**src/rtl/instr_fetch_if.sv**
```systemverilog
// instr_fetch_if: bundles the instruction-memory request/response channel and
// the decode-side output channel of the instruction fetch stage.
//   imem_req_valid/ready/addr : fetch request handshake and byte address
//   imem_rsp_valid/data       : in-order response with the instruction word
//   out_valid/ready/instr/pc  : instruction handed to decode with its PC
// master = fetch stage, slave = memory plus decode side.
interface instr_fetch_if;
  logic        imem_req_valid;
  logic        imem_req_ready;
  logic [63:0] imem_req_addr;
  logic        imem_rsp_valid;
  logic [31:0] imem_rsp_data;
  logic        out_valid;
  logic        out_ready;
  logic [31:0] out_instr;
  logic [63:0] out_pc;

  modport master (
    output imem_req_valid, imem_req_addr, out_valid, out_instr, out_pc,
    input  imem_req_ready, imem_rsp_valid, imem_rsp_data, out_ready
  );

  modport slave (
    input  imem_req_valid, imem_req_addr, out_valid, out_instr, out_pc,
    output imem_req_ready, imem_rsp_valid, imem_rsp_data, out_ready
  );
endinterface

```
**src/rtl/instr_fetch.sv**
```systemverilog
// instr_fetch: credit-limited instruction fetch stage.
// Issues sequential fetch requests, tags each accepted request with its PC in
// an in-order queue, buffers returning instructions in a small FIFO and hands
// them to decode. A redirect flushes the FIFO, restarts fetch at the new
// (word-aligned) target and drops the responses of requests still in flight.
// Ports:
//   clk         : clock, rising edge
//   reset       : asynchronous active-low reset
//   bus         : instr_fetch_if.master (imem request/response, decode output)
//   redirect    : PC override from execute / PC select
//   redirect_pc : new fetch target
module instr_fetch #(
  parameter logic [63:0] RESET_PC = 64'h0,
  parameter int unsigned DEPTH    = 2
) (
  input  logic                 clk,
  input  logic                 reset,
  instr_fetch_if.master        bus,
  input  logic                 redirect,
  input  logic [63:0]          redirect_pc
);

  localparam int unsigned PW = $clog2(DEPTH);
  localparam int unsigned CW = $clog2(DEPTH + 1);
  localparam logic [CW:0] DEPTH_C = (CW + 1)'(DEPTH);

  logic [63:0]   pc_r;
  logic [CW-1:0] inflight_r;
  logic [CW-1:0] discard_r;
  logic [CW-1:0] count_r;
  logic [PW-1:0] tag_wr_r;
  logic [PW-1:0] tag_rd_r;
  logic [PW-1:0] fifo_wr_r;
  logic [PW-1:0] fifo_rd_r;
  logic [63:0]   tag_pc_r     [DEPTH];
  logic [31:0]   fifo_instr_r [DEPTH];
  logic [63:0]   fifo_pc_r    [DEPTH];

  logic [CW:0]   credit_used_s;
  logic          req_valid_s;
  logic          req_fire_s;
  logic          rsp_ok_s;
  logic          rsp_drop_s;
  logic          push_s;
  logic          pop_s;
  logic [63:0]   pc_nxt_s;
  logic [CW-1:0] inflight_nxt_s;
  logic [CW-1:0] discard_nxt_s;
  logic [CW-1:0] count_nxt_s;
  logic [PW-1:0] fifo_wr_nxt_s;
  logic [PW-1:0] fifo_rd_nxt_s;
  logic          unused_pc_bits_s;

  // Circular pointer increment for a DEPTH-entry ring (DEPTH need not be 2^n).
  function automatic logic [PW-1:0] ptr_inc(input logic [PW-1:0] ptr);
    if (ptr == PW'(DEPTH - 1)) begin
      return {PW{1'b0}};
    end else begin
      return ptr + PW'(1);
    end
  endfunction

  // The low target bits are forced to zero, so they are intentionally unused.
  assign unused_pc_bits_s = ^redirect_pc[1:0];

  // Handshake qualifiers. Credits come only from registered counts, so
  // neither out_ready nor imem_rsp_valid reaches imem_req_valid/out_valid.
  // Gating with reset keeps the request low while reset is held.
  always_comb begin
    credit_used_s = {1'b0, inflight_r} + {1'b0, count_r};
    req_valid_s   = reset & ~redirect & (credit_used_s < DEPTH_C);
    req_fire_s    = req_valid_s & bus.imem_req_ready;
    // A response with nothing in flight is a protocol error and is ignored.
    rsp_ok_s      = bus.imem_rsp_valid & (inflight_r != {CW{1'b0}});
    rsp_drop_s    = rsp_ok_s & (discard_r != {CW{1'b0}});
    push_s        = rsp_ok_s & ~rsp_drop_s & ~redirect;
    pop_s         = (count_r != {CW{1'b0}}) & bus.out_ready & ~redirect;
  end

  // Next-state for PC, counters and FIFO pointers; redirect wins over all.
  always_comb begin
    inflight_nxt_s = inflight_r + CW'(req_fire_s) - CW'(rsp_ok_s);
    pc_nxt_s       = pc_r;
    discard_nxt_s  = discard_r;
    count_nxt_s    = count_r;
    fifo_wr_nxt_s  = fifo_wr_r;
    fifo_rd_nxt_s  = fifo_rd_r;
    if (redirect) begin
      pc_nxt_s      = {redirect_pc[63:2], 2'b00};
      count_nxt_s   = {CW{1'b0}};
      fifo_wr_nxt_s = {PW{1'b0}};
      fifo_rd_nxt_s = {PW{1'b0}};
      // Everything still outstanding after this edge belongs to the old path.
      discard_nxt_s = inflight_nxt_s;
    end else begin
      if (req_fire_s) begin
        pc_nxt_s = pc_r + 64'd4;
      end else begin
        pc_nxt_s = pc_r;
      end
      if (push_s) begin
        fifo_wr_nxt_s = ptr_inc(fifo_wr_r);
      end else begin
        fifo_wr_nxt_s = fifo_wr_r;
      end
      if (pop_s) begin
        fifo_rd_nxt_s = ptr_inc(fifo_rd_r);
      end else begin
        fifo_rd_nxt_s = fifo_rd_r;
      end
      count_nxt_s = count_r + CW'(push_s) - CW'(pop_s);
      if (rsp_drop_s) begin
        discard_nxt_s = discard_r - CW'(1);
      end else begin
        discard_nxt_s = discard_r;
      end
    end
  end

  // State registers, PC tag queue and instruction buffer storage.
  always_ff @(posedge clk or negedge reset) begin
    if (!reset) begin
      pc_r       <= RESET_PC;
      inflight_r <= {CW{1'b0}};
      discard_r  <= {CW{1'b0}};
      count_r    <= {CW{1'b0}};
      tag_wr_r   <= {PW{1'b0}};
      tag_rd_r   <= {PW{1'b0}};
      fifo_wr_r  <= {PW{1'b0}};
      fifo_rd_r  <= {PW{1'b0}};
      for (int i = 0; i < DEPTH; i++) begin
        tag_pc_r[i]     <= 64'd0;
        fifo_instr_r[i] <= 32'd0;
        fifo_pc_r[i]    <= 64'd0;
      end
    end else begin
      pc_r       <= pc_nxt_s;
      inflight_r <= inflight_nxt_s;
      discard_r  <= discard_nxt_s;
      count_r    <= count_nxt_s;
      fifo_wr_r  <= fifo_wr_nxt_s;
      fifo_rd_r  <= fifo_rd_nxt_s;
      if (req_fire_s) begin
        tag_pc_r[tag_wr_r] <= pc_r;
        tag_wr_r           <= ptr_inc(tag_wr_r);
      end
      // Every valid response retires its tag, dropped or not.
      if (rsp_ok_s) begin
        tag_rd_r <= ptr_inc(tag_rd_r);
      end
      if (push_s) begin
        fifo_instr_r[fifo_wr_r] <= bus.imem_rsp_data;
        fifo_pc_r[fifo_wr_r]    <= tag_pc_r[tag_rd_r];
      end
    end
  end

  assign bus.imem_req_valid = req_valid_s;
  assign bus.imem_req_addr  = pc_r;
  assign bus.out_valid      = (count_r != {CW{1'b0}});
  assign bus.out_instr      = fifo_instr_r[fifo_rd_r];
  assign bus.out_pc         = fifo_pc_r[fifo_rd_r];

endmodule
```
**src/flat_wrapper.sv**
```systemverilog
// flat-port wrapper written by rule: the top's interface ports become plain ports
module instr_fetch_flat 
#(
  parameter logic [63:0] RESET_PC = 64'h0,
  parameter int unsigned DEPTH    = 2
)
  (clk, reset, redirect, redirect_pc, bus_imem_req_valid, bus_imem_req_addr, bus_out_valid, bus_out_instr, bus_out_pc, bus_imem_req_ready, bus_imem_rsp_valid, bus_imem_rsp_data, bus_out_ready);
  instr_fetch_if bus_i ();
  input  logic clk;
  input  logic reset;
  input  logic redirect;
  input  logic [63:0] redirect_pc;
  output wire logic [$bits(bus_i.imem_req_valid)-1:0] bus_imem_req_valid;
  output wire logic [$bits(bus_i.imem_req_addr)-1:0] bus_imem_req_addr;
  output wire logic [$bits(bus_i.out_valid)-1:0] bus_out_valid;
  output wire logic [$bits(bus_i.out_instr)-1:0] bus_out_instr;
  output wire logic [$bits(bus_i.out_pc)-1:0] bus_out_pc;
  input wire logic [$bits(bus_i.imem_req_ready)-1:0] bus_imem_req_ready;
  input wire logic [$bits(bus_i.imem_rsp_valid)-1:0] bus_imem_rsp_valid;
  input wire logic [$bits(bus_i.imem_rsp_data)-1:0] bus_imem_rsp_data;
  input wire logic [$bits(bus_i.out_ready)-1:0] bus_out_ready;
  assign bus_imem_req_valid = bus_i.imem_req_valid;
  assign bus_imem_req_addr = bus_i.imem_req_addr;
  assign bus_out_valid = bus_i.out_valid;
  assign bus_out_instr = bus_i.out_instr;
  assign bus_out_pc = bus_i.out_pc;
  assign bus_i.imem_req_ready = bus_imem_req_ready;
  assign bus_i.imem_rsp_valid = bus_imem_rsp_valid;
  assign bus_i.imem_rsp_data = bus_imem_rsp_data;
  assign bus_i.out_ready = bus_out_ready;
  instr_fetch #(.RESET_PC(RESET_PC), .DEPTH(DEPTH)) u_core (.clk(clk), .reset(reset), .bus(bus_i), .redirect(redirect), .redirect_pc(redirect_pc));
endmodule
```
**config.mk**
```make
export PLATFORM = sky130hd
export DESIGN_NAME = instr_fetch_flat
export DESIGN_NICKNAME = d
export VERILOG_FILES = /design/src/rtl/instr_fetch_if.sv /design/src/rtl/instr_fetch.sv /design/src/flat_wrapper.sv
export SDC_FILE = /design/constraint.sdc
export NUM_CORES = 1
export LEC_CHECK = 0
export CORE_MARGIN = 4
export CORE_UTILIZATION = 45
export CTS_CLUSTER_DIAMETER = 60
export DETAILED_ROUTE_END_ITERATION = 6
export PLACE_DENSITY = 0.78
export SYNTH_ARGS = -nofsm -noshare
export SYNTH_HDL_FRONTEND = slang
export SYNTH_SLANG_ARGS = --single-unit
```
**constraint.sdc**
```tcl
create_clock -name clk -period 5.9 [get_ports clk]
set_input_delay 1.18 -clock clk [delete_from_list [all_inputs] [get_ports clk]]
set_output_delay 1.18 -clock clk [all_outputs]
set_load 0.01 [all_outputs]
```
### PDN straps and rails

Pins as bars on the die edge.
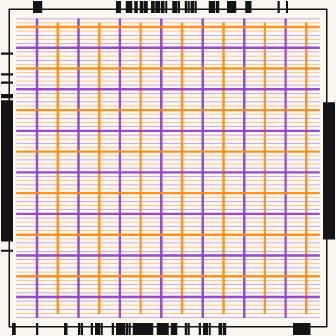
VSS -> purple
VDD -> orange
met5 straps = 14
met1 rails = 73
met4 straps = 14
signal pins = 264

### Placement by cell class

Bar = 50 um.
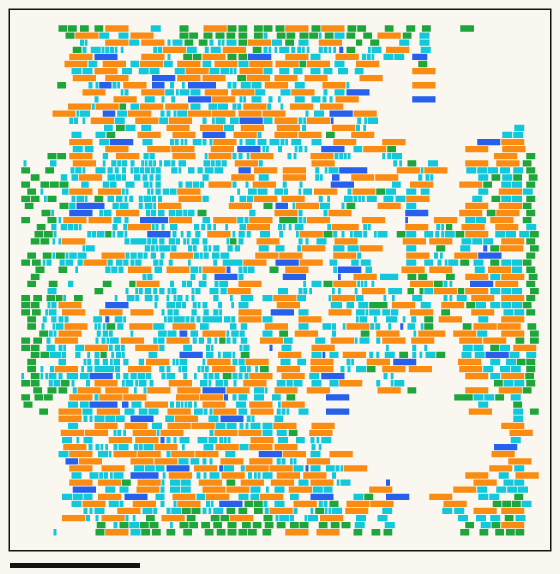
flip-flops -> orange  # cells 384, share of their area 45%
clock drivers and dummy loads -> blue  # cells 74, share of their area 6.7%
all other logic -> cyan  # cells 1,078, share of their area 36%
other buffers and delay cells -> green  # cells 272, share of their area 13%

### Routed clock nets over the placement

Bar = 50 um.
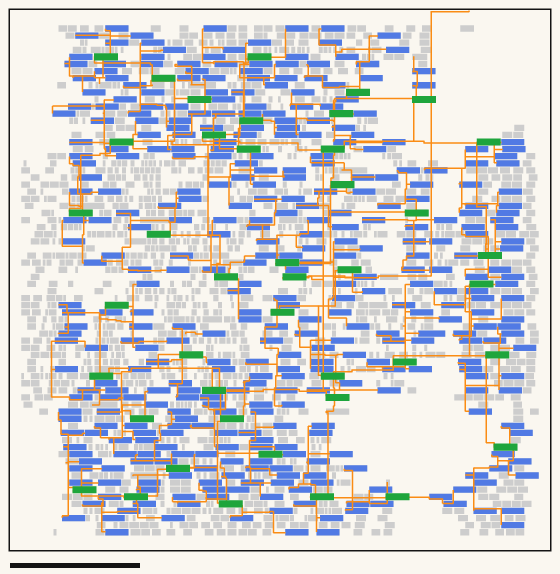
flip-flops -> blue  # count 384
cells driving clock nets -> green  # count 42
clock wires -> orange  # length 4,690 um
flops lie = all over the die
routed clock nets = 43

### Wiring by layer

Only two layers are drawn.
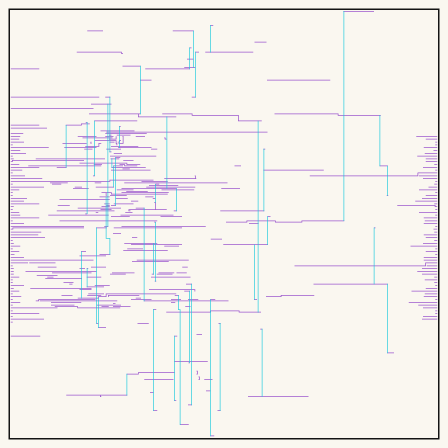
met4 -> cyan  # wire length 1,330 um
met3 -> purple  # wire length 3,710 um

### Clock wiring as the flow saved it

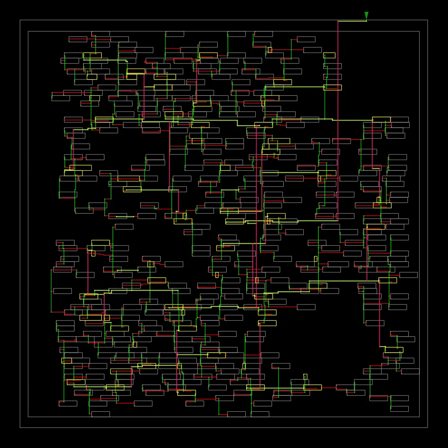
total clock network power: 0.00273 W
count of clock tree sinks: 384
worst clock skew: 0.0201 ns
sequential cell count of the final layout: 384
number of buffers added by the clock tree synthesis step: 42

==> Changelog: implementation <==
### Implementation results

- Count of pins on the block boundary: 264
- Number of multi-input combinational cells in the layout: approximately 1,100
- Required time of the critical path: around 4.7 ns
- Sw Share: 0.317
- Hold slack final: approximately 0.47 ns
- Cell family with the largest share of critical-path delay: simple AND/OR/NAND/NOR gates
- Relative area change from synthesis to final layout: 24.5%
- Parity-gate share of the synthesized area counting xor and xnor cells: 0.00442
- Detailed-route via count: roughly 13,000
- Register area: around 9600 um^2
- Number of cells traversed by the worst register-to-register path: 8
- Slowest stage cell, crit path: sky130_fd_sc_hd__nor4b_2
- Commonest non-fill, non-tap cell in the layout: sky130_fd_sc_hd__dfrtp_1
- Fill cell instance count of the final layout: about 3,300
- GRT Max-Usage Layer: met2
- Number of synthesized register bits: approximately 380
- Share of synthesized cell area in full adder, half adder and majority cells: 0.00534
- Clock share of power: 0.246
- Sequential share of power: 0.413
- Max transition margin: 0.268
- Run status: finished clean
- Tapcell Cnt: 518
- Final Max Tran Viols: 0
- Antenna cell count: 0
- Number of failing setup endpoints in the final timing report: 0
- Cell chain of the critical path: inv_1 > nor2_1 > fa_1 > nor4b_2 > clkdlybuf4s50_1
- Least-Margin Pin Slew: about 1.1 ns
- Top routing layer in use: met4
- Switching power: about 0.0035 W
- AND/OR/NAND/NOR Cells, Area Fraction: 0.119
- Classification of the worst-slack hold path: register to register
- Post-CTS setup buffer count: 0
- ClkCell Share: 0.0652
- Fin nets: approximately 1,900
- Endpoint of the worst register-to-register path: u_core.tag_pc_r[67]$_DFFE_PN0P_
- Placement Setup Slack: approximately 1.3 ns
- DP Area: about 21,000 um^2
- Leading registers by flop count: u_core.fifo_pc_r (124), u_core.tag_pc_r (124), u_core.fifo_instr_r (64)
No activity file was given, so power comes from the tool's default toggle rates.
